<file path="config.mk">
export PLATFORM = sky130hd
export DESIGN_NAME = av_video_pipe
export DESIGN_NICKNAME = d
export VERILOG_FILES = /design/src/rtl/av_video_pkg.sv /design/src/rtl/av_pix_ce_gen.sv /design/src/rtl/av_video_pipe.sv
export SDC_FILE = /design/constraint.sdc
export NUM_CORES = 1
export LEC_CHECK = 0
export CORE_MARGIN = 4
export CORE_UTILIZATION = 40
export CTS_CLUSTER_DIAMETER = 40
export DETAILED_ROUTE_END_ITERATION = 8
export PLACE_DENSITY = 0.66
export SETUP_SLACK_MARGIN = 0.5
export SYNTH_ARGS = -nofsm -noshare
export SYNTH_HDL_FRONTEND = slang
export SYNTH_HIERARCHICAL = 1
export SYNTH_SLANG_ARGS = --single-unit
</file>
<file path="constraint.sdc">
create_clock -name clk_vid_i -period 2.5 [get_ports clk_vid_i]
set_input_delay 0.25 -clock clk_vid_i [delete_from_list [all_inputs] [get_ports clk_vid_i]]
set_output_delay 0.25 -clock clk_vid_i [all_outputs]
set_load 0.01 [all_outputs]
</file>
<file path="src/rtl/av_video_pkg.sv">
`default_nettype none
// ============================================================================
// Module   : av_video_pkg
// Purpose  : Shared types and helpers for the Adventure Vision video output
//            pipeline: phosphor tint encoding, per-stage video record and
//            LED intensity expansion to 8 bits.
// Ports    : none (package)
// Revision : 1.0 - initial release
// ============================================================================
package av_video_pkg;

    localparam int c_COLOR_W = 8;

    typedef enum logic [1:0] {
        TINT_RED   = 2'd0,
        TINT_GREEN = 2'd1,
        TINT_AMBER = 2'd2,
        TINT_WHITE = 2'd3
    } tint_t;

    typedef struct packed {
        logic [c_COLOR_W-1:0] r;
        logic [c_COLOR_W-1:0] g;
        logic [c_COLOR_W-1:0] b;
        logic                 hs;
        logic                 vs;
        logic                 hb;
        logic                 vb;
        logic                 ce;
    } vid_stage_t;

    // MSB-first replication of an in_bits-wide intensity (held in the low
    // bits of lum) across all 8 output bits, so full scale maps to 8'hFF
    // and zero to 8'h00.
    function automatic logic [c_COLOR_W-1:0] expand_lum(
        input logic [c_COLOR_W-1:0] lum,
        input int                   in_bits
    );
        logic [c_COLOR_W-1:0] v;
        logic [2:0]           src;
        v = '0;
        for (int i = 0; i < c_COLOR_W; i++) begin
            src             = 3'(in_bits - 1 - (i % in_bits));
            v[3'(7 - i)]    = lum[src];
        end
        return v;
    endfunction

endpackage
`default_nettype wire

</file>
<file path="src/rtl/av_pix_ce_gen.sv">
`default_nettype none
// ============================================================================
// Module   : av_pix_ce_gen
// Purpose  : Pixel clock-enable divider. Counts 0..CE_DIV-1 and flags the
//            last count; a resync request restarts the count at zero on the
//            following clock without suppressing the current enable.
// Ports    : clk      - video clock
//            rst_n    - asynchronous active-low reset
//            i_resync - restart divider phase next cycle
//            o_ce     - pixel enable for the sample taken this cycle
// Revision : 1.0 - initial release
// ============================================================================
module av_pix_ce_gen #(
    parameter int CE_DIV = 4
) (
    input  logic clk,
    input  logic rst_n,
    input  logic i_resync,
    output logic o_ce
);

    localparam int                 c_CNT_W = (CE_DIV > 1) ? $clog2(CE_DIV) : 1;
    localparam logic [c_CNT_W-1:0] c_LAST  = c_CNT_W'(CE_DIV - 1);

    logic [c_CNT_W-1:0] r_cnt;

    // With CE_DIV == 1, c_LAST is zero so the counter never leaves zero and
    // the enable is permanently high.
    always_ff @(posedge clk or negedge rst_n) begin
        if (!rst_n) begin
            r_cnt <= '0;
        end else if (i_resync || (r_cnt == c_LAST)) begin
            r_cnt <= '0;
        end else begin
            r_cnt <= r_cnt + c_CNT_W'(1);
        end
    end

    assign o_ce = (r_cnt == c_LAST);

endmodule
`default_nettype wire

</file>
<file path="src/rtl/av_video_pipe.sv">
`default_nettype none
// ============================================================================
// Module   : av_video_pipe
// Purpose  : Video output pipeline between the Adventure Vision video
//            generator and the mixer. Generates the pixel enable, expands LED
//            intensity to tinted 8-bit RGB, blacks out blanking, delays every
//            field by PIPE_DEPTH clocks and keeps frame/line counters. Tint
//            requests take effect only on a vsync rising edge.
// Ports    : clk_vid_i, reset_n_i            - clock, async active-low reset
//            lum_i                           - pixel intensity (IN_BITS)
//            hsync_i, vsync_i                - syncs, active high
//            hblank_i, vblank_i              - blanks, active high
//            tint_i                          - requested tint
//            resync_en_i                     - realign divider on hsync rise
//            r_o, g_o, b_o                   - delayed pixel colour
//            hsync_o, vsync_o, hblank_o, vblank_o, ce_pix_o - delayed controls
//            tint_active_o                   - tint currently applied
//            frame_cnt_o, line_cnt_o         - frame and line counters
// Revision : 1.0 - initial release
// ============================================================================
module av_video_pipe
    import av_video_pkg::*;
#(
    parameter int         IN_BITS    = 3,
    parameter int         CE_DIV     = 4,
    parameter int         PIPE_DEPTH = 4,
    parameter logic [1:0] TINT_RESET = 2'd0
) (
    input  logic               clk_vid_i,
    input  logic               reset_n_i,
    input  logic [IN_BITS-1:0] lum_i,
    input  logic               hsync_i,
    input  logic               vsync_i,
    input  logic               hblank_i,
    input  logic               vblank_i,
    input  logic [1:0]         tint_i,
    input  logic               resync_en_i,
    output logic [7:0]         r_o,
    output logic [7:0]         g_o,
    output logic [7:0]         b_o,
    output logic               hsync_o,
    output logic               vsync_o,
    output logic               hblank_o,
    output logic               vblank_o,
    output logic               ce_pix_o,
    output logic [1:0]         tint_active_o,
    output logic [15:0]        frame_cnt_o,
    output logic [9:0]         line_cnt_o
);

    localparam logic [9:0] c_LINE_MAX = 10'd1023;

    // Edge detection
    logic r_hs_q;
    logic r_vs_q;
    logic w_hs_rise;
    logic w_vs_rise;
    logic w_ce;

    // Stage 0: raw input capture
    logic [IN_BITS-1:0] r_s0_lum;
    tint_t              r_s0_tint;
    logic               r_s0_hs;
    logic               r_s0_vs;
    logic               r_s0_hb;
    logic               r_s0_vb;
    logic               r_s0_ce;

    // Stage 1 onwards: formatted video records
    logic [7:0]  w_lum8;
    vid_stage_t  w_stg1;
    vid_stage_t  r_stg [1:PIPE_DEPTH-1];

    tint_t       r_tint_active;
    logic [15:0] r_frame_cnt;
    logic [9:0]  r_line_cnt;

    assign w_hs_rise = hsync_i & ~r_hs_q;
    assign w_vs_rise = vsync_i & ~r_vs_q;

    av_pix_ce_gen #(
        .CE_DIV (CE_DIV)
    ) u_ce_gen (
        .clk      (clk_vid_i),
        .rst_n    (reset_n_i),
        .i_resync (resync_en_i & w_hs_rise),
        .o_ce     (w_ce)
    );

    // Stage 0 latches the tint that is active before any vsync update, so
    // the pixel sampled on the vsync edge still uses the old tint.
    always_ff @(posedge clk_vid_i or negedge reset_n_i) begin
        if (!reset_n_i) begin
            r_hs_q    <= 1'b0;
            r_vs_q    <= 1'b0;
            r_s0_lum  <= '0;
            r_s0_tint <= TINT_RED;
            r_s0_hs   <= 1'b0;
            r_s0_vs   <= 1'b0;
            r_s0_hb   <= 1'b0;
            r_s0_vb   <= 1'b0;
            r_s0_ce   <= 1'b0;
        end else begin
            r_hs_q    <= hsync_i;
            r_vs_q    <= vsync_i;
            r_s0_lum  <= lum_i;
            r_s0_tint <= r_tint_active;
            r_s0_hs   <= hsync_i;
            r_s0_vs   <= vsync_i;
            r_s0_hb   <= hblank_i;
            r_s0_vb   <= vblank_i;
            r_s0_ce   <= w_ce;
        end
    end

    assign w_lum8 = expand_lum(8'(r_s0_lum), IN_BITS);

    always_comb begin
        w_stg1    = '0;
        w_stg1.hs = r_s0_hs;
        w_stg1.vs = r_s0_vs;
        w_stg1.hb = r_s0_hb;
        w_stg1.vb = r_s0_vb;
        w_stg1.ce = r_s0_ce;
        unique case (r_s0_tint)
            TINT_RED: begin
                w_stg1.r = w_lum8;
            end
            TINT_GREEN: begin
                w_stg1.g = w_lum8;
            end
            TINT_AMBER: begin
                w_stg1.r = w_lum8;
                w_stg1.g = {1'b0, w_lum8[7:1]};
            end
            TINT_WHITE: begin
                w_stg1.r = w_lum8;
                w_stg1.g = w_lum8;
                w_stg1.b = w_lum8;
            end
            default: ;
        endcase
        if (r_s0_hb || r_s0_vb) begin
            w_stg1.r = '0;
            w_stg1.g = '0;
            w_stg1.b = '0;
        end
    end

    always_ff @(posedge clk_vid_i or negedge reset_n_i) begin
        if (!reset_n_i) begin
            for (int k = 1; k < PIPE_DEPTH; k++) begin
                r_stg[k] <= '0;
            end
        end else begin
            r_stg[1] <= w_stg1;
            for (int k = 2; k < PIPE_DEPTH; k++) begin
                r_stg[k] <= r_stg[k-1];
            end
        end
    end

    // Counters and tint track the live sync edges; they are not delayed.
    // A vsync edge takes priority over a coincident hsync edge.
    always_ff @(posedge clk_vid_i or negedge reset_n_i) begin
        if (!reset_n_i) begin
            r_tint_active <= tint_t'(TINT_RESET);
            r_frame_cnt   <= '0;
            r_line_cnt    <= '0;
        end else if (w_vs_rise) begin
            r_tint_active <= tint_t'(tint_i);
            r_frame_cnt   <= r_frame_cnt + 16'd1;
            r_line_cnt    <= '0;
        end else if (w_hs_rise && (r_line_cnt != c_LINE_MAX)) begin
            r_line_cnt    <= r_line_cnt + 10'd1;
        end
    end

    assign r_o           = r_stg[PIPE_DEPTH-1].r;
    assign g_o           = r_stg[PIPE_DEPTH-1].g;
    assign b_o           = r_stg[PIPE_DEPTH-1].b;
    assign hsync_o       = r_stg[PIPE_DEPTH-1].hs;
    assign vsync_o       = r_stg[PIPE_DEPTH-1].vs;
    assign hblank_o      = r_stg[PIPE_DEPTH-1].hb;
    assign vblank_o      = r_stg[PIPE_DEPTH-1].vb;
    assign ce_pix_o      = r_stg[PIPE_DEPTH-1].ce;
    assign tint_active_o = r_tint_active;
    assign frame_cnt_o   = r_frame_cnt;
    assign line_cnt_o    = r_line_cnt;

endmodule
`default_nettype wire

</file>
==> deck_impl_summary.md <==
Flow Results at a Glance

Status
  – Outcome: complete, no violations

Final timing
  – RSZ-0062 raised after global routing: false
  – Setup Viol. Count Final: 0
  – Final Max Tran Viols: 0
  – Fin crit share: roughly three quarters
  – Fmax: approximately 520 MHz
  – Clock period minus final worst setup slack: approximately 1.9 ns
  – Worst-case clock skew: 0.00931 ns
  – Final Hold Violation Tally: 0

Power
  – Pleak: 1.76 nW
  – Total power per unit cell area: about 770 nW/um2

Job
  – OpenROAD warnings: 26
  – Max-cap violations: 0

Clocking
  – H-tree depth: 3
  – TritonCTS Buffers: 9
  – Clk sinks: between 80 and 90
  – Clock Root Buffer: clkbuf_8
  – Clock transition at the registers of the reported paths: roughly 0.090 ns
  – Longest Clk Path Bufs: 2

Cells and area
  – FILL cells: ~650
  – Post-route insts no fill: 393
  – Area growth syn-to-layout: 25.7%
  – Fin nets: between 300 and 400
  – Layout cells sized above 1: 9.18%
  – Diode count: 0

Global routing
  – Congestion Overflow GR: 0
  – GRT Resource Usage Total: 12.1%
  – Number of global-route vias before repair: about 1800
  – Largest net degree at the start of global routing: between 40 and 50

Worst hold path
  – HP Class: input pin to flop
  – Hold EP: r_s0_lum[1]
  – Hold Path Origin: lum_i[1]
  – Hold depth: 1

Synthesis
  – Mapped cell area: 3080 um2
  – Top cells by area: dfrtp_1, buf_4, xnor2_1
  – Yosys Chip Area: about 3100 um2
  – Synth area leader: dfrtp_1
  – Syn avg cell area: between 10 and 15 um2
  – Number of enable flip-flop cells: 0
  – Cells after Synth: 234
  – Async SR Flop Fraction: 100%
  – Synth flops: 85
  – Synth warnings: 6
  – Register share after synthesis: between 60 and 70%
  – Main synth FF type: dfrtp_1
  – Ys cells: 234

Detailed routing
  – Pre-Repair DR Iteration Count: 4
  – Post-Route WL: around 5000 um
  – Final ANT Viol Nets: 0
  – Iter 0 DRT Violations: approximately 72

Worst setup path
  – R2r endpoint: line_cnt_o[7]
  – CP Max Fanout: 14
  – Crit path DRT: roughly 2.8 ns
  – Arr. time, crit path: around 2.2 ns
  – Worst Setup SP: line_cnt_o[0]
  – FF-to-FF path depth: 5
  – FF-to-FF Start: line_cnt_o[0]
  – Startpoint Class: flop
  – Crit. End Element: flop
  – Crit Path Category: flop to flop
  – Critical Path End: line_cnt_o[7]

Floorplanning
  – Site row count: 31
  – Core area: ~7400 um2
  – Die Span Y: between 90 and 100 um
  – Ports: just under 70

Placed design
  – Placed cells: 375
  – DP HPWL: between 3000 and 4000 um
[cell usage after synthesis, types with 4 or more instances]
master   count
dfrtp_1     85
buf_4       24
nand2_1     21
xnor2_1     12
nor2_1      10
nand3_1      9
nand4_1      7
and3_1       6
nor3_1       5
xor2_1       5
a21oi_1      4
inv_1        4
o21ai_0      4
[cells by family after synthesis]
family                   after synthesis  share of synthesized area (%)
XOR/XNOR                              17                           4.84
AND/OR/NAND/NOR                       78                           13.9
buffers and inverters                 32                           6.88
adder cells (fa/ha/maj)                3                           1.22
other                                  1                          0.122
AND-OR/OR-AND                         18                           3.91
flip-flops                            85                           69.2
[worst max-delay path, stage by stage (launching register included)]
cell,delay (ns)
dfrtp_1,0.43
ha_1,0.24
and3_1,0.20
a41o_4,0.33
or4_1,0.50
a21oi_1,0.15
[layout make-up]
| type | count | area (um2) | area share [%] |
|---|---|---|---|
| Multi-Input combinational cell | 128 | 790 | 20.4 |
| Sequential cell | 85 | 2130 | 55.0 |
| Timing Repair Buffer | 61 | 611 | 15.8 |
| Inverter | 4 | 15.0 | 0.388 |
| Clock buffer | 9 | 124 | 3.20 |
| Clock inverter | 7 | 76.3 | 1.97 |
| Tap cell | 99 | 124 | 3.20 |
[through the flow]
stage | power, W | hold WS, ns | utilization [%] | setup slack, ns | area, um2
finish | 0.00299 | 0.339 | 52.5 | 0.577 | 3870
global route | 0.00317 | 0.318 | 52.5 | 0.506 | 3870
CTS | 0.00304 | 0.316 | 52.2 | 0.511 | 3850
detailed placement | 0.00209 | 0.243 | 49.4 | 0.505 | 3640
global placement | 0.00207 | 0.236 | 49.4 | 0.566 | 3640
floorplan | 0.00185 | -0.0456 | - | 0.710 | 3120
[flip-flops by register name (all words and copies together), names as in the netlist, 2 cells and up]
| register | cells |
|---|---|
| b_o | 3 |
| r_s0_tint | 2 |
| r_stg | 30 |
| r_o | 3 |
| frame_cnt_o | 16 |
| tint_active_o | 2 |
| g_o | 4 |
| u_ce_gen/r_cnt | 2 |
| line_cnt_o | 10 |
| r_s0_lum | 3 |
[report_power, final]
group / switching [W] / internal [W] / leakage (nW)
clock: 0.000532 / 0.000397 / 0.103
sequential: 0.000123 / 0.00151 / 1.10
combinational: 0.000189 / 0.000241 / 0.553
total: 0.000843 / 0.00215 / 1.76
[cell usage in the layout (no fill, tap or decap), types with 2 or more instances in the layout]
cell type	n
nor2b_1	2
nor2_1	10
xnor2_1	12
nor3_1	5
a21oi_1	4
nand4_1	7
ha_1	3
or3_1	3
nand2_1	21
o21ai_0	4
clkdlybuf4s50_1	55
clkinv_4	2
dfrtp_1	85
inv_8	3
clkbuf_8	9
buf_4	4
a22oi_1	3
nor3_2	2
inv_1	4
conb_1	12
nand2b_1	3
and3_1	6
or4_1	3
xor2_1	5
and4_1	2
nand3_1	9
[per-layer routing]
layer | global-route usage [%] | vias to the layer above | wire (um)
met2 | 17.7 | 55 | 2290
met5 | 0 | - | 0
li1 | - | 868 | -
met3 | 2.76 | 4 | 253
met1 | 17.0 | 861 | 2360
met4 | 6.04 | 0 | 58
[what timing repair did]
item	4_1_cts	5_1_grt
buffers inserted	0	1
endpoints found under the setup margin	0	1
resized	0	2
hold buffers	1	0
hold endpoints to repair	38	0
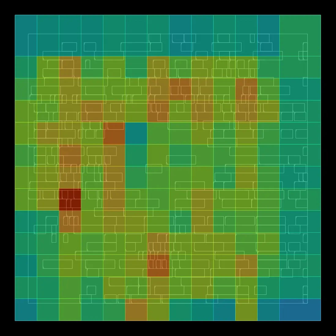
*Track usage over the die*
global route hottest layer: met2
Avg WL per Cell: 12.6 um
met3 GRT Util: 2.76%

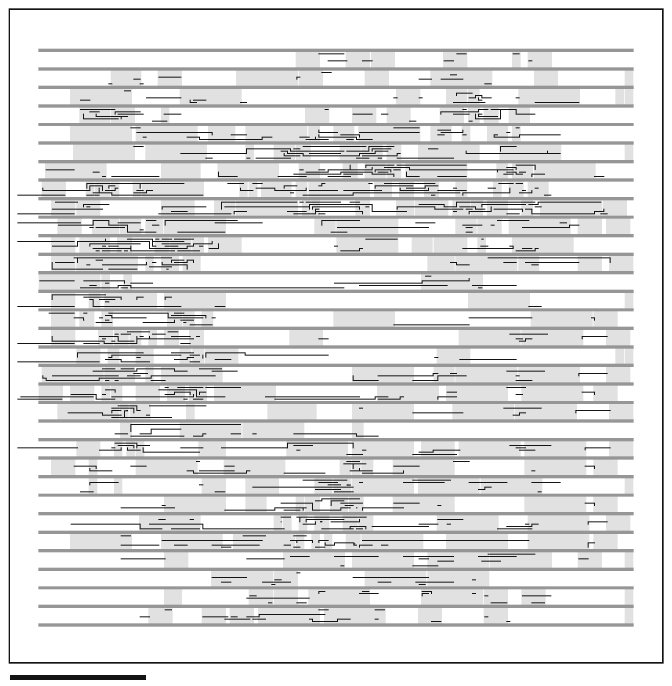
*Met1 routing*
Scale bar: 20 um. Supply wires on this layer in grey.
257 nets have wire on it. The layer carries 2360 um of wire.

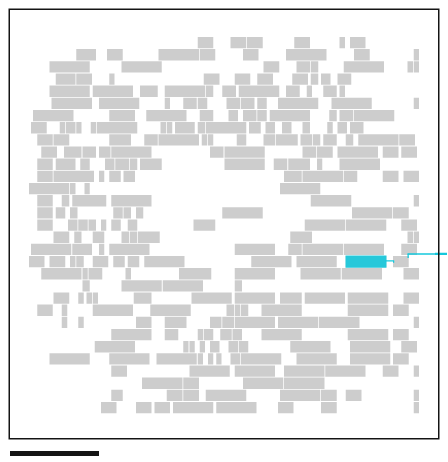
*Port wiring*
Scale bar: 20 um.
vblank_o: marked cyan, bits 1, direction output, edge right, end cells 1, buffers 1, wire 9.20 um.

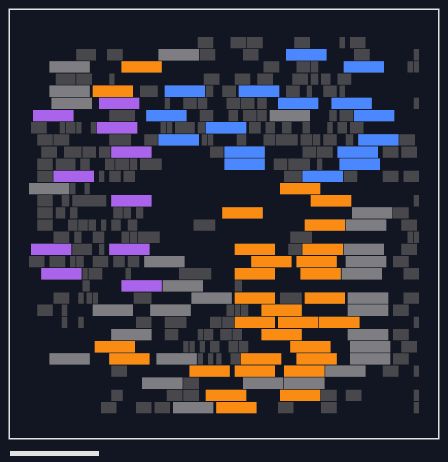
*Sequential cells grouped by signal name*
Scale bar: 20 um.
frame_cnt_o: marked blue, flops 16. r_stg: marked orange, flops 30. line_cnt_o: marked purple, flops 10.

No activity file was given, so power comes from the tool's default toggle rates.
